Fig. 1: selected gate families
The bar under the picture is 50 um long.
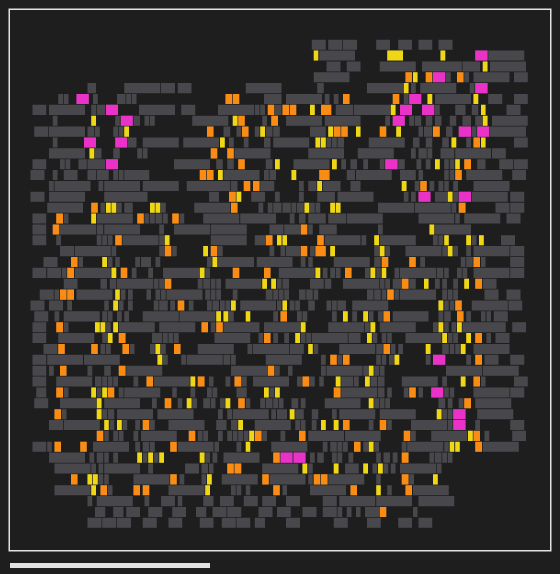
Fig. 2: clock wiring as the flow saved it
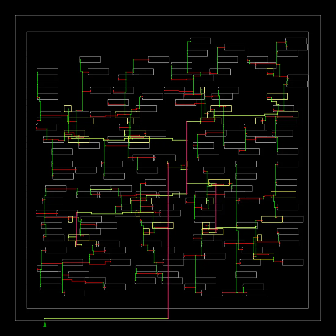
Fig. 3: cells colored by class
The bar under the picture is 50 um long.
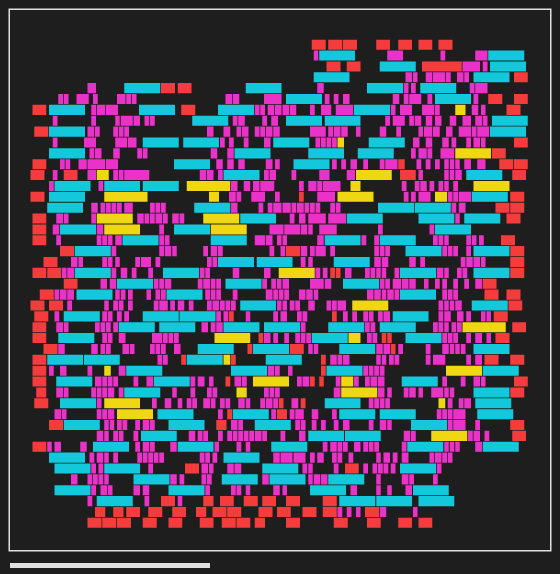
Fig. 4: PDN straps and rails
Pins as bars on the die edge. Tap cells in gray.
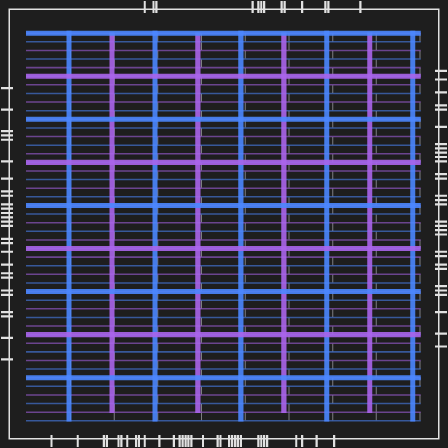
Fig. 5: clock distribution
The bar under the picture is 50 um long.
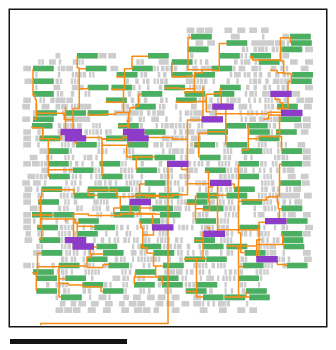
$ cat src/rtl/usb_cmd_parser.sv
// usb_cmd_parser
//   Pops 32-bit words from the USB receive FIFO, assembles 3-word command
//   frames (header, data, checksum), validates them and presents DC-channel
//   set-points and global load strobes to the DAC update logic.
//
//   Frame: W0 = {8'hA5 sync, opcode, channel, seq}, W1 = data, W2 = W0 ^ W1.
//   Opcode 0x01 -> set-point on cmd_* (valid/ready), 0x02 -> load_all pulse.
//
// Optional feature (macro SEQ_CHECK_EN): sequence-number tracking. When the
//   macro is defined, a checksum-good frame whose seq differs from the
//   expected value is rejected and expected is resynchronised to seq+1.
//
// Ports:
//   clkfpga    system clock, rising edge
//   rst        asynchronous active-high reset
//   rdempty    FIFO empty flag (registered, one cycle stale)
//   out32      FIFO read data
//   rdreq      single-cycle pop request
//   cmd_valid  set-point valid, held until cmd_ready
//   cmd_ready  consumer accepts set-point
//   cmd_chan   set-point channel index
//   cmd_data   set-point value
//   load_all   one-cycle strobe: latch all DAC channels
//   frame_cnt  good frames (wraps)
//   err_cnt    rejected frames (saturates at 0xFF)
module usb_cmd_parser #(
    parameter int NCHAN   = 8,
    parameter int RD_LAT  = 2,
    parameter int TIMEOUT = 1024
) (
    input  logic        clkfpga,
    input  logic        rst,
    input  logic        rdempty,
    input  logic [31:0] out32,
    output logic        rdreq,
    output logic        cmd_valid,
    input  logic        cmd_ready,
    output logic [7:0]  cmd_chan,
    output logic [31:0] cmd_data,
    output logic        load_all,
    output logic [15:0] frame_cnt,
    output logic [7:0]  err_cnt
);

    localparam int LW = $clog2(RD_LAT + 1);
    localparam int TW = $clog2(TIMEOUT + 1);

    typedef enum logic [1:0] {RD_IDLE, RD_WAIT, RD_SETTLE} rd_state_t;
    typedef enum logic [1:0] {HUNT, DATA, CSUM, EMIT} state_t;

    rd_state_t       rd_st;
    logic [LW-1:0]   lat_cnt;
    logic            word_vld;
    logic [31:0]     word;

    state_t          state, state_n;
    logic [31:0]     hdr, dat;
    logic [TW-1:0]   tmo_cnt;

    logic            hdr_we, dat_we, err_inc, frm_inc, load_n;
    logic            csum_ok, chan_ok, tmo_hit, seq_bad;
    logic [7:0]      opc;

    // ------------------------------------------------------------------
    // Read engine: at most one read outstanding. The settle cycle after
    // each capture gives the stale rdempty flag time to catch up with the
    // pop, so we never request from an empty FIFO.
    // ------------------------------------------------------------------
    always_ff @(posedge clkfpga or posedge rst) begin
        if (rst) begin
            rd_st    <= RD_IDLE;
            rdreq    <= 1'b0;
            lat_cnt  <= '0;
            word_vld <= 1'b0;
            word     <= '0;
        end else begin
            rdreq    <= 1'b0;
            word_vld <= 1'b0;
            case (rd_st)
                RD_IDLE: begin
                    // EMIT holds off reads: backpressure into the FIFO
                    if (!rdempty && state != EMIT) begin
                        rdreq   <= 1'b1;
                        lat_cnt <= LW'(RD_LAT - 1);
                        rd_st   <= RD_WAIT;
                    end
                end
                RD_WAIT: begin
                    if (lat_cnt == '0) begin
                        word     <= out32;
                        word_vld <= 1'b1;
                        rd_st    <= RD_SETTLE;
                    end else begin
                        lat_cnt <= lat_cnt - 1'b1;
                    end
                end
                RD_SETTLE: rd_st <= RD_IDLE;
                default:   rd_st <= RD_IDLE;
            endcase
        end
    end

    // ------------------------------------------------------------------
    // Frame decode
    // ------------------------------------------------------------------
    assign opc     = hdr[23:16];
    assign csum_ok = (word == (hdr ^ dat));
    assign chan_ok = ({24'd0, hdr[15:8]} < NCHAN);
    // The timeout only advances while no read is in flight, so a word that
    // is already on its way is always consumed by the state that asked for it.
    assign tmo_hit = !word_vld && rd_st == RD_IDLE && tmo_cnt == TW'(TIMEOUT - 1);

`ifdef SEQ_CHECK_EN
    logic       seq_vld, seq_upd;
    logic [7:0] seq_exp;

    assign seq_bad = seq_vld && (hdr[7:0] != seq_exp);
    // Resync on a seq mismatch as well as on every accepted frame.
    assign seq_upd = (state == CSUM) && word_vld && csum_ok &&
                     (seq_bad || (opc == 8'h01 && chan_ok) || opc == 8'h02);

    always_ff @(posedge clkfpga or posedge rst) begin
        if (rst) begin
            seq_vld <= 1'b0;
            seq_exp <= '0;
        end else if (seq_upd) begin
            seq_vld <= 1'b1;
            seq_exp <= hdr[7:0] + 8'd1;
        end
    end
`else
    assign seq_bad = 1'b0;
`endif

    always_comb begin
        state_n   = state;
        hdr_we    = 1'b0;
        dat_we    = 1'b0;
        err_inc   = 1'b0;
        frm_inc   = 1'b0;
        load_n    = 1'b0;
        cmd_valid = 1'b0;
        case (state)
            HUNT: begin
                // non-sync words are silently dropped
                if (word_vld && word[31:24] == 8'hA5) begin
                    hdr_we  = 1'b1;
                    state_n = DATA;
                end
            end
            DATA: begin
                if (word_vld) begin
                    dat_we  = 1'b1;
                    state_n = CSUM;
                end else if (tmo_hit) begin
                    err_inc = 1'b1;
                    state_n = HUNT;
                end
            end
            CSUM: begin
                if (word_vld) begin
                    state_n = HUNT;
                    if (!csum_ok || seq_bad) begin
                        err_inc = 1'b1;
                    end else if (opc == 8'h01 && chan_ok) begin
                        state_n = EMIT;
                    end else if (opc == 8'h02) begin
                        load_n  = 1'b1;
                        frm_inc = 1'b1;
                    end else begin
                        err_inc = 1'b1;
                    end
                end else if (tmo_hit) begin
                    err_inc = 1'b1;
                    state_n = HUNT;
                end
            end
            EMIT: begin
                cmd_valid = 1'b1;
                if (cmd_ready) begin
                    frm_inc = 1'b1;
                    state_n = HUNT;
                end
            end
            default: state_n = HUNT;
        endcase
    end

    assign cmd_chan = hdr[15:8];
    assign cmd_data = dat;

    always_ff @(posedge clkfpga or posedge rst) begin
        if (rst) begin
            state     <= HUNT;
            hdr       <= '0;
            dat       <= '0;
            tmo_cnt   <= '0;
            load_all  <= 1'b0;
            frame_cnt <= '0;
            err_cnt   <= '0;
        end else begin
            state    <= state_n;
            load_all <= load_n;
            if (hdr_we) hdr <= word;
            if (dat_we) dat <= word;
            if (word_vld || !(state == DATA || state == CSUM))
                tmo_cnt <= '0;
            else if (rd_st == RD_IDLE)
                tmo_cnt <= tmo_cnt + 1'b1;
            if (frm_inc) frame_cnt <= frame_cnt + 16'd1;
            if (err_inc && err_cnt != 8'hFF) err_cnt <= err_cnt + 8'd1;
        end
    end

endmodule

$ cat config.mk
export PLATFORM = sky130hd
export DESIGN_NAME = usb_cmd_parser
export DESIGN_NICKNAME = d
export VERILOG_FILES = /design/src/rtl/usb_cmd_parser.sv
export SDC_FILE = /design/constraint.sdc
export NUM_CORES = 1
export LEC_CHECK = 0
export ABC_AREA = 1
export CORE_MARGIN = 5
export CORE_UTILIZATION = 45
export CTS_CLUSTER_SIZE = 28
export DETAILED_ROUTE_END_ITERATION = 16
export GPL_TIMING_DRIVEN = 0
export PLACE_DENSITY = 0.68
export SLEW_MARGIN = 20
export SYNTH_ARGS = -nofsm -noshare
export SYNTH_HDL_FRONTEND = slang
export SYNTH_SLANG_ARGS = --single-unit
$ cat constraint.sdc
create_clock -name clkfpga -period 10 [get_ports clkfpga]
set_clock_uncertainty 0.1 [all_clocks]
set_input_delay 3 -clock clkfpga [delete_from_list [all_inputs] [get_ports clkfpga]]
set_output_delay 3 -clock clkfpga [all_outputs]
set_load 0.05 [all_outputs]
==> impl_metrics.yaml <==
# implementation run metrics
status:
  status: "finished, final reports clean"
critical_path:
  critPathMaxStageDelay_ns: 0.84
  cp-start-kind: "register"
  worstSetupEndpoint: "cmd_valid"
  r2r-end: "hdr[2]"
  critPathKind: "reg2out"
  reg2reg_slack_ns: 7.76
  worst-path-buf-inv: 1
  crit_chain: "ha_1 > clkdlybuf4s50_1"
  cpMaxStageDelayCell: "clkdlybuf4s50_1"
  cp-end-kind: "primary output"
  r2r_start: "state[0]"
  worstPathRequired_ns: 6.90
  crit_path_max_fanout: 6
  worstPathArrival_ns: 1.97
  reg2reg_depth: 7
  cp.depth: 2
  cp_top_family: "buffers and inverters"
drt:
  wl_per_cell_um: 13.0
  routed_wl_um: 16500
  viasPerCell: 4.83
  drc_errors: 0
  route.met2.wl_um: 7670
  dr.pass1.iters: 5
  top_layer_used: "met4"
  ant_nets: 0
  dr.first_iter.drc_count: 310
  via_count: 6127
  route.met3.wl_um: 757
floorplan:
  die_w_um: 135
  die_area_um2: 18300
  rows: 45
  io_pins: 103
  die_y_um: 135
  num_tap_cells: 211
  core_region_area_um2: 15300
  initCoreUtil_pct: 46.2
clocking:
  htreeDepth: 4
  path_clk_slew_ns: 0.06
  clockBufferDepth: 2
  postCtsSetupBuffers: 0
  cts.sinks: 140
  cts_resized: 0
  hold_buffers: 0
synthesis:
  synthCells: 923
  ys.flops: 140
  ys.warnings.count: 0
  yosysChipArea_um2: 7050
  ys_cells: 923
  synth.most_common_cell: "nand2_1"
  async_reset_ff_share_pct: 100
  ys_sh_xor_pct: 2.98
  postSynthSeqShare_pct: 49.7
  yosys.area_share.aoi_pct: 9.30
  synthSimpleGateAreaFrac_pct: 27.0
  yosysUniqueCellTypes: 31
  avgSynthCellArea_um2: 7.64
  ys_sh_mux_pct: 0
  syn_nets: 968
  yosys-top-cells-area: "dfrtp_1 (50%), nand2_1 (17%), o21ai_0 (7.9%), inv_1 (7.1%), nand3_1 (3.8%)"
  top_cells_by_count: "nand2_1 (327), dfrtp_1 (140), inv_1 (134)"
  fa_ha_area_share_pct: 1.60
  synth.cell_area_um2: 7050
  yosysTopAreaCellShare_pct: 49.7
  edf_count: 0
  logic_family: "simple AND/OR/NAND/NOR gates"
finish:
  ff_count: 140
  mostFrequentLayoutCells: "nand2_1 (327), dfrtp_1 (140), inv_1 (133)"
  layout.nets: 1090
  inverters: 136
  post-route-util_pct: 58.8
  buf_share_pct: 13.4
  fill_cells: 1425
  seq_share_pct: 39.1
  comb_share_pct: 32.2
  antenna_cells: 0
  dominant_cells: "flip-flops and latches"
  comb_area_um2: 2880
  syn2layout_area_growth_pct: 27.2
  logic_gates: 617
  lay_top_count: "nand2_1"
  clock_area_share_pct: 6.70
  final_cells: 1269
  buffers_excl_clock: 133
  drive_gt1_share_pct: 5.48
grt:
  busiest_layer: "met2"
  grt_max_degree: 95
  grt-ovfl-total: 0
  grt.met1_usage_pct: 25.9
  grt_util_met2_pct: 29.9
  grtUsageMet3_pct: 3.71
  antenna_found_initial: 0
  grt_pass1_wl_um: 27500
  grt_pass1_vias: 5777
  grt_use_total_pct: 18.7
sta:
  hold_violations: 0
  maxSlewViolCount: 0
  fmax_mhz: 197
  relSlewSlack_pct: 59.8
  setup_slack_ns: 4.93
  min_period_ns: 5.07
  setup_viol: 0
  rsz0062_at_grt: "no"
  post-route-period-util_pct: 50.7
  holdWs_ns: 0.375
  tightest_slew_ns: 0.604
  setup_tns_ns: 0
hold_path:
  hold_end: "hdr[26]"
  worstHoldStart: "hdr[26]"
  min_path_type: "reg2reg"
  hold-path-cell-count: 2
pwr:
  powerComb_mw: 1.07
  power_leakage_nw: 4.28
  peakVddDrop_v: 0.000167
  power.share.clock_pct: 24.8
  pwr-share-seq_pct: 33.5
  powerSeq_uw: 861
  intPower_mw: 1.47
  maxPowerGroup: "combinational cells"
  netSwitchingFraction_pct: 42.7
  switching_power_mw: 1.10
  p_comb_share_pct: 41.8
placement:
  post-place-ws_ns: 5.37
  place_area_um2: 8370
  gp_congestion: 0.807
  dp.cells: 1237
  place_hpwl_um: 11800
  port_buffers: 102
job:
  warnings: 30
  drv_cap: 0
## Picture notes: Fig. 1
Yellow stands for inverters, cells 136, most used inv_1, where widely spread. Magenta stands for XOR/XNOR gates, cells 24, most used xor2_1, where widely spread. Orange stands for inverting AOI/OAI gates, cells 128, most used o21ai_0, where widely spread.

## Picture notes: Fig. 2
CLK BUF: 17
TritonCTS Buffers: 17
Late-Pin Clk Latency: 0.42 ns

## Picture notes: Fig. 3
Yellow stands for clock drivers and dummy loads, cells 32, share of their area 6.9%. Magenta stands for combinational and other logic, cells 753, share of their area 39%. Red stands for other buffers and delay cells, cells 133, share of their area 14%. Cyan stands for flops, cells 140, share of their area 40%.

## Picture notes: Fig. 4
Purple stands for VDD. Blue stands for VSS.
The core has 45 rows. 9 straps on met4. 9 straps on met5. 211 tap cells.

## Picture notes: Fig. 5
Orange stands for clock wires, length 1770 um. Purple stands for clock drivers, count 17. Green stands for flip-flops, count 140.
There are 18 routed clock nets.

No activity file was given, so power comes from the tool's default toggle rates.
